==> config.mk <==
export PLATFORM = sky130hd
export DESIGN_NAME = alu_arbiter_flat
export DESIGN_NICKNAME = d
export VERILOG_FILES = /design/src/rtl/alu_arbiter_pkg.sv /design/src/rtl/alu_arbiter_if.sv /design/src/rtl/alu_arbiter_rr_pick.sv /design/src/rtl/alu_arbiter.sv /design/src/flat_wrapper.sv
export SDC_FILE = /design/constraint.sdc
export NUM_CORES = 1
export LEC_CHECK = 0
export CAP_MARGIN = 0
export CORE_AREA = 2 2 91 93
export DETAILED_ROUTE_END_ITERATION = 10
export DIE_AREA = 0 0 93 95
export GPL_ROUTABILITY_DRIVEN = 1
export PLACE_DENSITY = 0.85
export SLEW_MARGIN = 20
export SYNTH_ARGS = -nofsm -noshare
export SYNTH_HDL_FRONTEND = slang
export SYNTH_SLANG_ARGS = --single-unit
==> constraint.sdc <==
create_clock -name clk -period 2.2 [get_ports clk]
set_input_delay 0.22 -clock clk [delete_from_list [all_inputs] [get_ports clk]]
set_output_delay 0.22 -clock clk [all_outputs]
set_load 0.03 [all_outputs]
==> src/rtl/alu_arbiter_pkg.sv <==
// Shared constants for the two-requester ALU arbiter:
// fcodes, FSM encoding and {s,z,c,v} flag bit positions.
package alu_arbiter_pkg;

  localparam int FCW = 4;

  localparam logic [FCW-1:0] F_ADD = 4'h0;
  localparam logic [FCW-1:0] F_SUB = 4'h1;
  localparam logic [FCW-1:0] F_AND = 4'h2;
  localparam logic [FCW-1:0] F_OR  = 4'h3;
  localparam logic [FCW-1:0] F_XOR = 4'h4;
  localparam logic [FCW-1:0] F_CMP = 4'h5;
  localparam logic [FCW-1:0] F_MOV = 4'h8;

  localparam int S = 3;
  localparam int Z = 2;
  localparam int C = 1;
  localparam int V = 0;

  // Flags reported for an illegal fcode: only z set.
  localparam logic [3:0] FL_ILL = 4'(1 << Z);

  typedef enum logic [1:0] {
    IDLE = 2'd0,
    EXEC = 2'd1,
    DONE = 2'd2
  } state_t;

  function automatic logic fcode_legal(
    input logic [FCW-1:0] f
  );
    return (f <= F_CMP) || (f == F_MOV);
  endfunction

endpackage

==> src/rtl/alu_arbiter_if.sv <==
// Requester and ALU-side signal bundle of the arbiter.
// slave: the arbiter; master: requesters plus the shared ALU.
interface alu_arbiter_if #(
  parameter int W  = 16,
  parameter int FW = 4
);

  logic          req0;
  logic          req1;
  logic [FW-1:0] fcode0;
  logic [FW-1:0] fcode1;
  logic [W-1:0]  a0;
  logic [W-1:0]  b0;
  logic [W-1:0]  a1;
  logic [W-1:0]  b1;
  logic          done0;
  logic          done1;
  logic [W-1:0]  result;
  logic [3:0]    flags0;
  logic [3:0]    flags1;
  logic          err;
  logic          busy;
  logic [W-1:0]  alu_a;
  logic [W-1:0]  alu_b;
  logic [FW-1:0] alu_fcode;
  logic [W-1:0]  alu_result;
  logic [3:0]    alu_code;

  modport slave (
    input  req0, req1,
    input  fcode0, fcode1,
    input  a0, b0, a1, b1,
    input  alu_result, alu_code,
    output done0, done1,
    output result,
    output flags0, flags1,
    output err, busy,
    output alu_a, alu_b, alu_fcode
  );

  modport master (
    output req0, req1,
    output fcode0, fcode1,
    output a0, b0, a1, b1,
    output alu_result, alu_code,
    input  done0, done1,
    input  result,
    input  flags0, flags1,
    input  err, busy,
    input  alu_a, alu_b, alu_fcode
  );

endinterface

==> src/rtl/alu_arbiter_rr_pick.sv <==
// Two-input round-robin picker: gnt selects the requester,
// ptr breaks the tie when both are asking.
module alu_rr_pick (
  input  logic req0,
  input  logic req1,
  input  logic ptr,
  output logic gnt,
  output logic valid
);

  always_comb begin
    gnt = 1'b0;
    unique case (1'b1)
      (req0 && req1):  gnt = ptr;
      (req1 && !req0): gnt = 1'b1;
      default:         gnt = 1'b0;
    endcase
  end

  assign valid = req0 | req1;

endmodule

==> src/rtl/alu_arbiter.sv <==
// Shares one external ALU between two requesters with a
// round-robin grant and per-requester {s,z,c,v} flags.
module alu_arbiter
  import alu_arbiter_pkg::*;
#(
  parameter int W  = 16,
  parameter int FW = FCW
) (
  input logic          clk,
  input logic          rst,
  alu_arbiter_if.slave bus
);

  state_t        state_q, state_d;
  logic          ptr_q, ptr_d;
  logic          own_q, own_d;
  logic          ill_q, ill_d;
  logic          err_q, err_d;
  logic          done0_q, done0_d;
  logic          done1_q, done1_d;
  logic [W-1:0]  a_q, a_d;
  logic [W-1:0]  b_q, b_d;
  logic [W-1:0]  res_q, res_d;
  logic [FW-1:0] fc_q, fc_d;
  logic [3:0]    fl0_q, fl0_d;
  logic [3:0]    fl1_q, fl1_d;

  logic          gnt;
  logic          valid;
  logic [FW-1:0] req_fc;
  logic [W-1:0]  req_a;
  logic [W-1:0]  req_b;
  logic [3:0]    fl_new;

  alu_rr_pick u_pick (
    .req0  (bus.req0),
    .req1  (bus.req1),
    .ptr   (ptr_q),
    .gnt   (gnt),
    .valid (valid)
  );

  assign req_fc = gnt ? bus.fcode1 : bus.fcode0;
  assign req_a  = gnt ? bus.a1 : bus.a0;
  assign req_b  = gnt ? bus.b1 : bus.b0;

  always_comb begin
    state_d = state_q;
    ptr_d   = ptr_q;
    own_d   = own_q;
    ill_d   = ill_q;
    err_d   = err_q;
    a_d     = a_q;
    b_d     = b_q;
    fc_d    = fc_q;
    res_d   = res_q;
    fl0_d   = fl0_q;
    fl1_d   = fl1_q;
    done0_d = 1'b0;
    done1_d = 1'b0;
    fl_new  = ill_q ? FL_ILL : bus.alu_code;
    unique case (state_q)
      IDLE: begin
        if (valid) begin
          own_d   = gnt;
          ill_d   = !fcode_legal(req_fc);
          a_d     = req_a;
          b_d     = req_b;
          if (fcode_legal(req_fc)) fc_d = req_fc;
          state_d = EXEC;
        end
      end
      // Capture on entry to DONE so result/flags are
      // already valid while the done pulse is high.
      EXEC: begin
        res_d   = ill_q ? '0 : bus.alu_result;
        err_d   = err_q | ill_q;
        if (own_q) fl1_d = fl_new;
        else       fl0_d = fl_new;
        done0_d = !own_q;
        done1_d = own_q;
        state_d = DONE;
      end
      DONE: begin
        ptr_d   = !own_q;
        state_d = IDLE;
      end
      default: state_d = IDLE;
    endcase
  end

  always_ff @(posedge clk or negedge rst) begin
    if (!rst) begin
      state_q <= IDLE;
      ptr_q   <= 1'b0;
      own_q   <= 1'b0;
      ill_q   <= 1'b0;
      err_q   <= 1'b0;
      a_q     <= '0;
      b_q     <= '0;
      fc_q    <= '0;
      res_q   <= '0;
      fl0_q   <= '0;
      fl1_q   <= '0;
      done0_q <= 1'b0;
      done1_q <= 1'b0;
    end else begin
      state_q <= state_d;
      ptr_q   <= ptr_d;
      own_q   <= own_d;
      ill_q   <= ill_d;
      err_q   <= err_d;
      a_q     <= a_d;
      b_q     <= b_d;
      fc_q    <= fc_d;
      res_q   <= res_d;
      fl0_q   <= fl0_d;
      fl1_q   <= fl1_d;
      done0_q <= done0_d;
      done1_q <= done1_d;
    end
  end

  assign bus.done0     = done0_q;
  assign bus.done1     = done1_q;
  assign bus.result    = res_q;
  assign bus.flags0    = fl0_q;
  assign bus.flags1    = fl1_q;
  assign bus.err       = err_q;
  assign bus.busy      = (state_q != IDLE);
  assign bus.alu_a     = a_q;
  assign bus.alu_b     = b_q;
  assign bus.alu_fcode = fc_q;

endmodule

==> src/flat_wrapper.sv <==
// flat-port wrapper written by rule: the top's interface ports become plain ports
module alu_arbiter_flat import alu_arbiter_pkg::*;
#(
  parameter int W  = 16,
  parameter int FW = FCW
)
  (clk, rst, bus_req0, bus_req1, bus_fcode0, bus_fcode1, bus_a0, bus_b0, bus_a1, bus_b1, bus_alu_result, bus_alu_code, bus_done0, bus_done1, bus_result, bus_flags0, bus_flags1, bus_err, bus_busy, bus_alu_a, bus_alu_b, bus_alu_fcode);
  alu_arbiter_if #(.W(W), .FW(FW)) bus_i ();
  input logic clk;
  input logic rst;
  input wire logic [$bits(bus_i.req0)-1:0] bus_req0;
  input wire logic [$bits(bus_i.req1)-1:0] bus_req1;
  input wire logic [$bits(bus_i.fcode0)-1:0] bus_fcode0;
  input wire logic [$bits(bus_i.fcode1)-1:0] bus_fcode1;
  input wire logic [$bits(bus_i.a0)-1:0] bus_a0;
  input wire logic [$bits(bus_i.b0)-1:0] bus_b0;
  input wire logic [$bits(bus_i.a1)-1:0] bus_a1;
  input wire logic [$bits(bus_i.b1)-1:0] bus_b1;
  input wire logic [$bits(bus_i.alu_result)-1:0] bus_alu_result;
  input wire logic [$bits(bus_i.alu_code)-1:0] bus_alu_code;
  output wire logic [$bits(bus_i.done0)-1:0] bus_done0;
  output wire logic [$bits(bus_i.done1)-1:0] bus_done1;
  output wire logic [$bits(bus_i.result)-1:0] bus_result;
  output wire logic [$bits(bus_i.flags0)-1:0] bus_flags0;
  output wire logic [$bits(bus_i.flags1)-1:0] bus_flags1;
  output wire logic [$bits(bus_i.err)-1:0] bus_err;
  output wire logic [$bits(bus_i.busy)-1:0] bus_busy;
  output wire logic [$bits(bus_i.alu_a)-1:0] bus_alu_a;
  output wire logic [$bits(bus_i.alu_b)-1:0] bus_alu_b;
  output wire logic [$bits(bus_i.alu_fcode)-1:0] bus_alu_fcode;
  assign bus_i.req0 = bus_req0;
  assign bus_i.req1 = bus_req1;
  assign bus_i.fcode0 = bus_fcode0;
  assign bus_i.fcode1 = bus_fcode1;
  assign bus_i.a0 = bus_a0;
  assign bus_i.b0 = bus_b0;
  assign bus_i.a1 = bus_a1;
  assign bus_i.b1 = bus_b1;
  assign bus_i.alu_result = bus_alu_result;
  assign bus_i.alu_code = bus_alu_code;
  assign bus_done0 = bus_i.done0;
  assign bus_done1 = bus_i.done1;
  assign bus_result = bus_i.result;
  assign bus_flags0 = bus_i.flags0;
  assign bus_flags1 = bus_i.flags1;
  assign bus_err = bus_i.err;
  assign bus_busy = bus_i.busy;
  assign bus_alu_a = bus_i.alu_a;
  assign bus_alu_b = bus_i.alu_b;
  assign bus_alu_fcode = bus_i.alu_fcode;
  alu_arbiter #(.W(W), .FW(FW)) u_core (.clk(clk), .rst(rst), .bus(bus_i));
endmodule
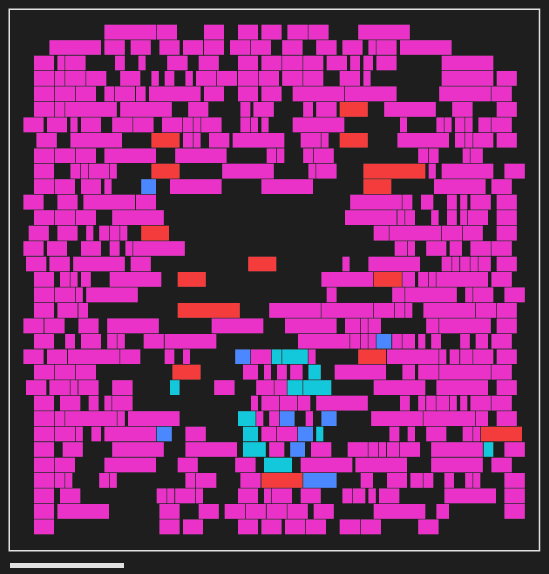
Fig. 1. Sizing map (run 1).
Scale bar: 20 um.
Magenta stands for x1 and smaller, cells 424, share 92%. Red stands for x6 and larger, cells 15, share 3.3%. Cyan stands for x2, cells 12, share 2.6%. Blue stands for x3 and x4, cells 9, share 2.0%.
worst-case setup margin in the final layout: 0.358 ns
total of plain and repair buffers excluding clock buffers: 169
final instance area: 4980 um2
synth-to-layout area growth: 63.3%

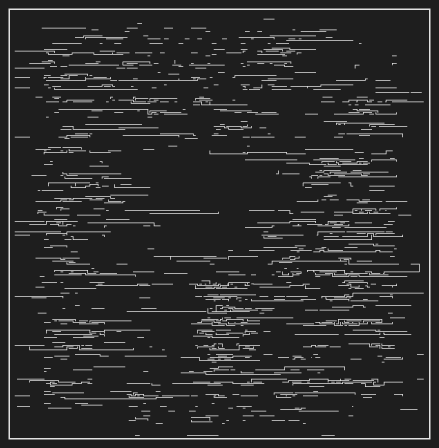
Fig. 2. Metal 1 (run 1).
452 nets have wire on it. The longest straight run is 20.2 um.
Detailed Route WL: 7760 um
fraction of met1 tracks used by global routing: 20.4%
total vias in the final route: 2690

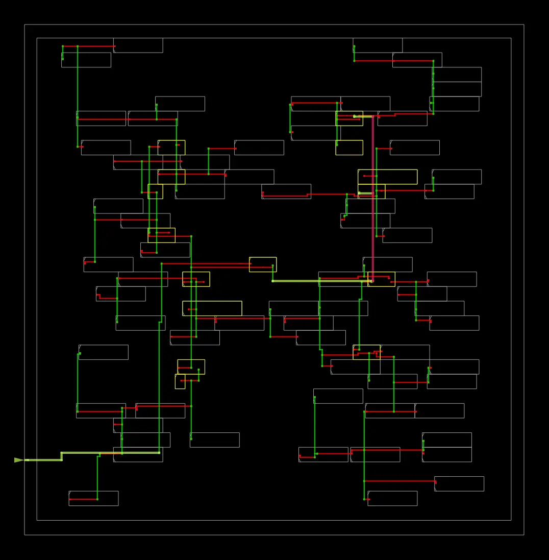
Fig. 3. Clock nets (run 1).
layout sequential cell count: 68
clock-net power: 1.13 mW
number of clock-tree buffers in the layout: 11
largest clock skew in the final design: 0.00795 ns

==> results.txt, run 1 <==
The following summarizes the physical implementation.

Global route
The layer carrying the most global-route usage is met2. In the global route stage, met2 resource usage came out at 31.4%. Recorded from the global router log, the overflow total was 0.

Floorplan
The height of the chip is 95 um. Per the OpenROAD floorplan log, the area of the die is 8840 um2. The design received a total of 105 well taps at floorplan. In this run the core area contains 33 standard-cell rows.

The starting density of the core is 38.5%.

Final timing
In the final timing run, aggregate negative setup slack is 0 ns. The flow reports an fmax of 543 MHz. The final report lists the setup-violating endpoint count as 0. The final max-slew violation count recorded for this run is 0. Setup repair after global routing left no endpoint under its margin.

Looking at the max-slew report, the worst-margin pin has a slew of 0.539 ns. After layout, the worst path uses 83.7% of the clock period.

Logic synthesis
The count of cell types in the netlist is 33. The portion of the post-synthesis area used by sequential elements is 55.8%. The multiplexer area fraction after synthesis is 12.4%. The async set-or-reset flop fraction in the synthesized netlist is 100%.

Finish
The multi-input combinational cells in the finished layout cover a total of 1210 um2. The clock-cell share of area is 4.50%. The flip-flop and latch area is 1700 um2. The layout summary lists the proportion of cells stronger than drive strength 1 as 7.83%. Fill cells in the final layout number 658.

Routing
The detail route stage leaves a number of antenna-violating nets equal to 0. The average via count per standard cell is 4.76. The iteration count recorded for the first detailed-route pass is 4.

Critical path
The critical path depth is 2. For this run, the slowest stage of the critical path takes 0.63 ns. The largest delay contributor family on the critical path is buffers and inverters.

Placement
The worst slack at placement is 0.0338 ns. For this run the detailed placement stage logged an HPWL of 5880 um.

CTS
The H-tree was split into 3 levels. The number of hold buffers added after CTS was 1. TritonCTS built the clock tree. The number of gates resized after CTS is 0.

Pwr
The highest supply drop recorded on VDD is 0.000638 V. The total internal power is 4.00 mW. For this design the ratio of total power to cell area is 1370 nW/um2. Per report_power, the sequential group accounts for 31.8% of the total.

Status
The run finished with clean final reports.

Flow run
The number of violations of the max-capacitance limit is 0.
==> run 1 -> run 2 <==
--- a/config.mk
+++ b/config.mk
@@ -6,11 +6,11 @@
 export NUM_CORES = 1
 export LEC_CHECK = 0
 export CAP_MARGIN = 0
-export CORE_AREA = 2 2 91 93
+export CORE_AREA = 2 2 96 98
 export DETAILED_ROUTE_END_ITERATION = 10
-export DIE_AREA = 0 0 93 95
+export DIE_AREA = 0 0 98 100
 export GPL_ROUTABILITY_DRIVEN = 1
-export PLACE_DENSITY = 0.85
+export PLACE_DENSITY = 0.81
 export SLEW_MARGIN = 20
 export SYNTH_ARGS = -nofsm -noshare
 export SYNTH_HDL_FRONTEND = slang
==> constraint.sdc (replaced) <==
create_clock -name clk -period 1.6 [get_ports clk]
set_input_delay 0.16 -clock clk [delete_from_list [all_inputs] [get_ports clk]]
set_output_delay 0.16 -clock clk [all_outputs]
set_load 0.03 [all_outputs]
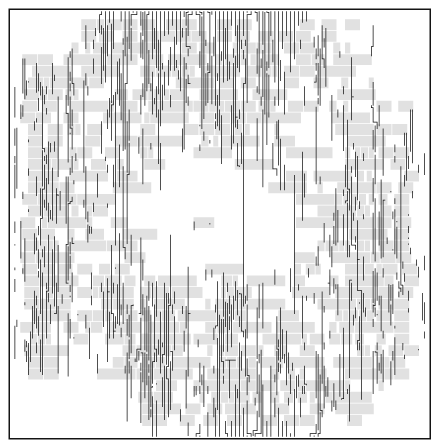
Fig. 4. The metal 2 layer (run 2).
Cells faint in the background.
The layer holds 52% of the routed length. The longest straight run is 52.0 um. 491 nets have wire on it. The wires run mostly vertical.
Global Route met2 Usage: 29.1%
Detailed Route WL: 8150 um
total vias in the final route: 2737

==> results.txt, run 2 <==
The following summarizes the physical implementation.

CTS
The total of hold buffers inserted after clock tree synthesis is 1. The number of gates resized after CTS is 4.

Pwr
The flow reported a cell area power density of 1830 nW/um2. The worst ir drop on vdd is 0.000826 V. The internal power of the cells totals 5.44 mW. Power attributed to the clock group is 1.34 mW.

Finish
The clock-cell share of area is 3.57%. Fill cells in the final layout number 763. In the finished design the tool counted flip-flops and latches totalling 68.

Status
The final reports fail on negative setup slack. The run finished, with violations left.

Global route
The met1 demand-to-capacity share in global routing is 19.9%.

Final timing
The pin slew with the least headroom to its limit is 0.522 ns. Setup repair after global routing could not meet its margin everywhere. The max-slew violation count is 0. The final setup violation count is 1.

The final setup skew is 0.00736 ns. Summed over all failing endpoints, the final setup total negative slack is -0.0210 ns. In the post-route analysis, the smallest setup slack over all paths is -0.0210 ns.

Floorplan
The starting density of the core is 34.3%. In this run the core area contains 35 standard-cell rows.

Logic synthesis
Of the synthesized area, sequential elements account for 55.8%. The multiplexer area fraction after synthesis is 12.4%. Yosys mapped the design onto 33 distinct sky130hd cell types.

Flow run
Max-cap violations in this run came to 0.

Critical path
The delay of the slowest critical-path stage is 0.42 ns.
==> run 2 -> run 3 <==
--- a/config.mk
+++ b/config.mk
@@ -6,11 +6,11 @@
 export NUM_CORES = 1
 export LEC_CHECK = 0
 export CAP_MARGIN = 0
-export CORE_AREA = 2 2 96 98
+export CORE_AREA = 2 2 91 93
 export DETAILED_ROUTE_END_ITERATION = 10
-export DIE_AREA = 0 0 98 100
+export DIE_AREA = 0 0 93 95
 export GPL_ROUTABILITY_DRIVEN = 1
-export PLACE_DENSITY = 0.81
+export PLACE_DENSITY = 0.85
 export SLEW_MARGIN = 20
 export SYNTH_ARGS = -nofsm -noshare
 export SYNTH_HDL_FRONTEND = slang
==> constraint.sdc (replaced) <==
create_clock -name clk -period 1.8 [get_ports clk]
set_input_delay 0.18 -clock clk [delete_from_list [all_inputs] [get_ports clk]]
set_output_delay 0.18 -clock clk [all_outputs]
set_load 0.03 [all_outputs]
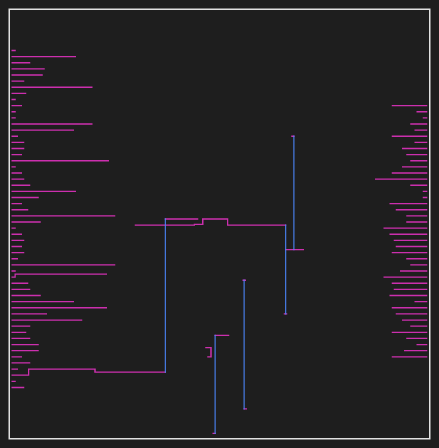
Fig. 5. Wiring by layer (run 3).
Only two layers are drawn.
Magenta stands for M3, wire length 664 um. Blue stands for M4, wire length 129 um.
Detailed Route WL: 7700 um
All-Layer GR Usage: 17.9%
Routed WL per cell: 13.5 um

==> results.txt, run 3 <==
The following summarizes the physical implementation.

Pwr
The total internal power is 4.88 mW. The sequential share of power is 31.7%. Of all power groups, the one with the highest power is combinational cells. The analysis reports a worst IR drop on VDD of 0.000757 V. The clock network power reported by the tool is 1.37 mW. Total power normalized to cell area comes to 1670 nW/um2. The final power report lists total power as 8.37 mW.

Final timing
After routing, the total negative slack on setup checks comes to 0 ns. The final setup violation count is 0. The pin slew with the least headroom to its limit is 0.527 ns. After layout, the worst path uses 95.0% of the clock period. Across all setup checks in the final design, the least slack found is 0.0906 ns. Setup repair after global routing could not meet its margin everywhere.

The final setup skew is 0.00793 ns. The highest clock rate is 585 MHz. The max-slew violation count is 0.

Critical path
In this design, the stage delay of the slowest critical-path cell is 0.43 ns. In this design, the largest share of critical-path delay is due to AND-OR/OR-AND gates. The critical path crosses 5 cells after its start point.

Logic synthesis
Counting flops with an async set or reset pin after synthesis yields a share of 100%. The count of cell types in the netlist is 33.

Finish
The number of ordinary inverters in the final layout is 7. The number of sequential cells in the layout is 68. Per the final layout report, the fraction of cells sized above drive strength 1 comes to 8.80%.

The number of fill cells in the layout is 659. The finished layout cell area is 5020 um2. Across the whole layout, storage elements account for 1700 um2. Clock tree buffers and inverters occupy 4.33% of the routed design's cell area. The number of clock buffers in the layout is 12. The area occupied by multi-input gates is 1220 um2.

Status
The run finished with clean final reports.

Floorplan
The overall die size recorded for this design is 8840 um2. The number of rows created at floorplan is 33. The tap cell count is 105. Per the OpenROAD floorplan log, the height of the die is 95 um. The starting density of the core is 38.5%.

Routing
The number of vias in the routed layout is 2673. The detailed-routing iteration count for the pre-antenna-repair pass is 6.

Global route
The routing usage on met2 is 30.4%. The overflow left after global routing is 0. In the global route stage, met3 resource usage came out at 5.75%.

The met1 demand-to-capacity share in global routing is 20.7%.

Flow run
The number of violations of the max-capacitance limit is 0.

CTS
The TritonCTS clock tree is yes. The total of hold buffers inserted after clock tree synthesis is 1. The CTS buffer count is 9. The clock sink count is 68. The number of gates resized after CTS is 1. Per the CTS log, the maximum H-tree level is 3.

Placement
Before CTS, the worst setup slack after placement is -0.232 ns.
Power figures rest on the tool's default switching activity, not on a simulated workload.
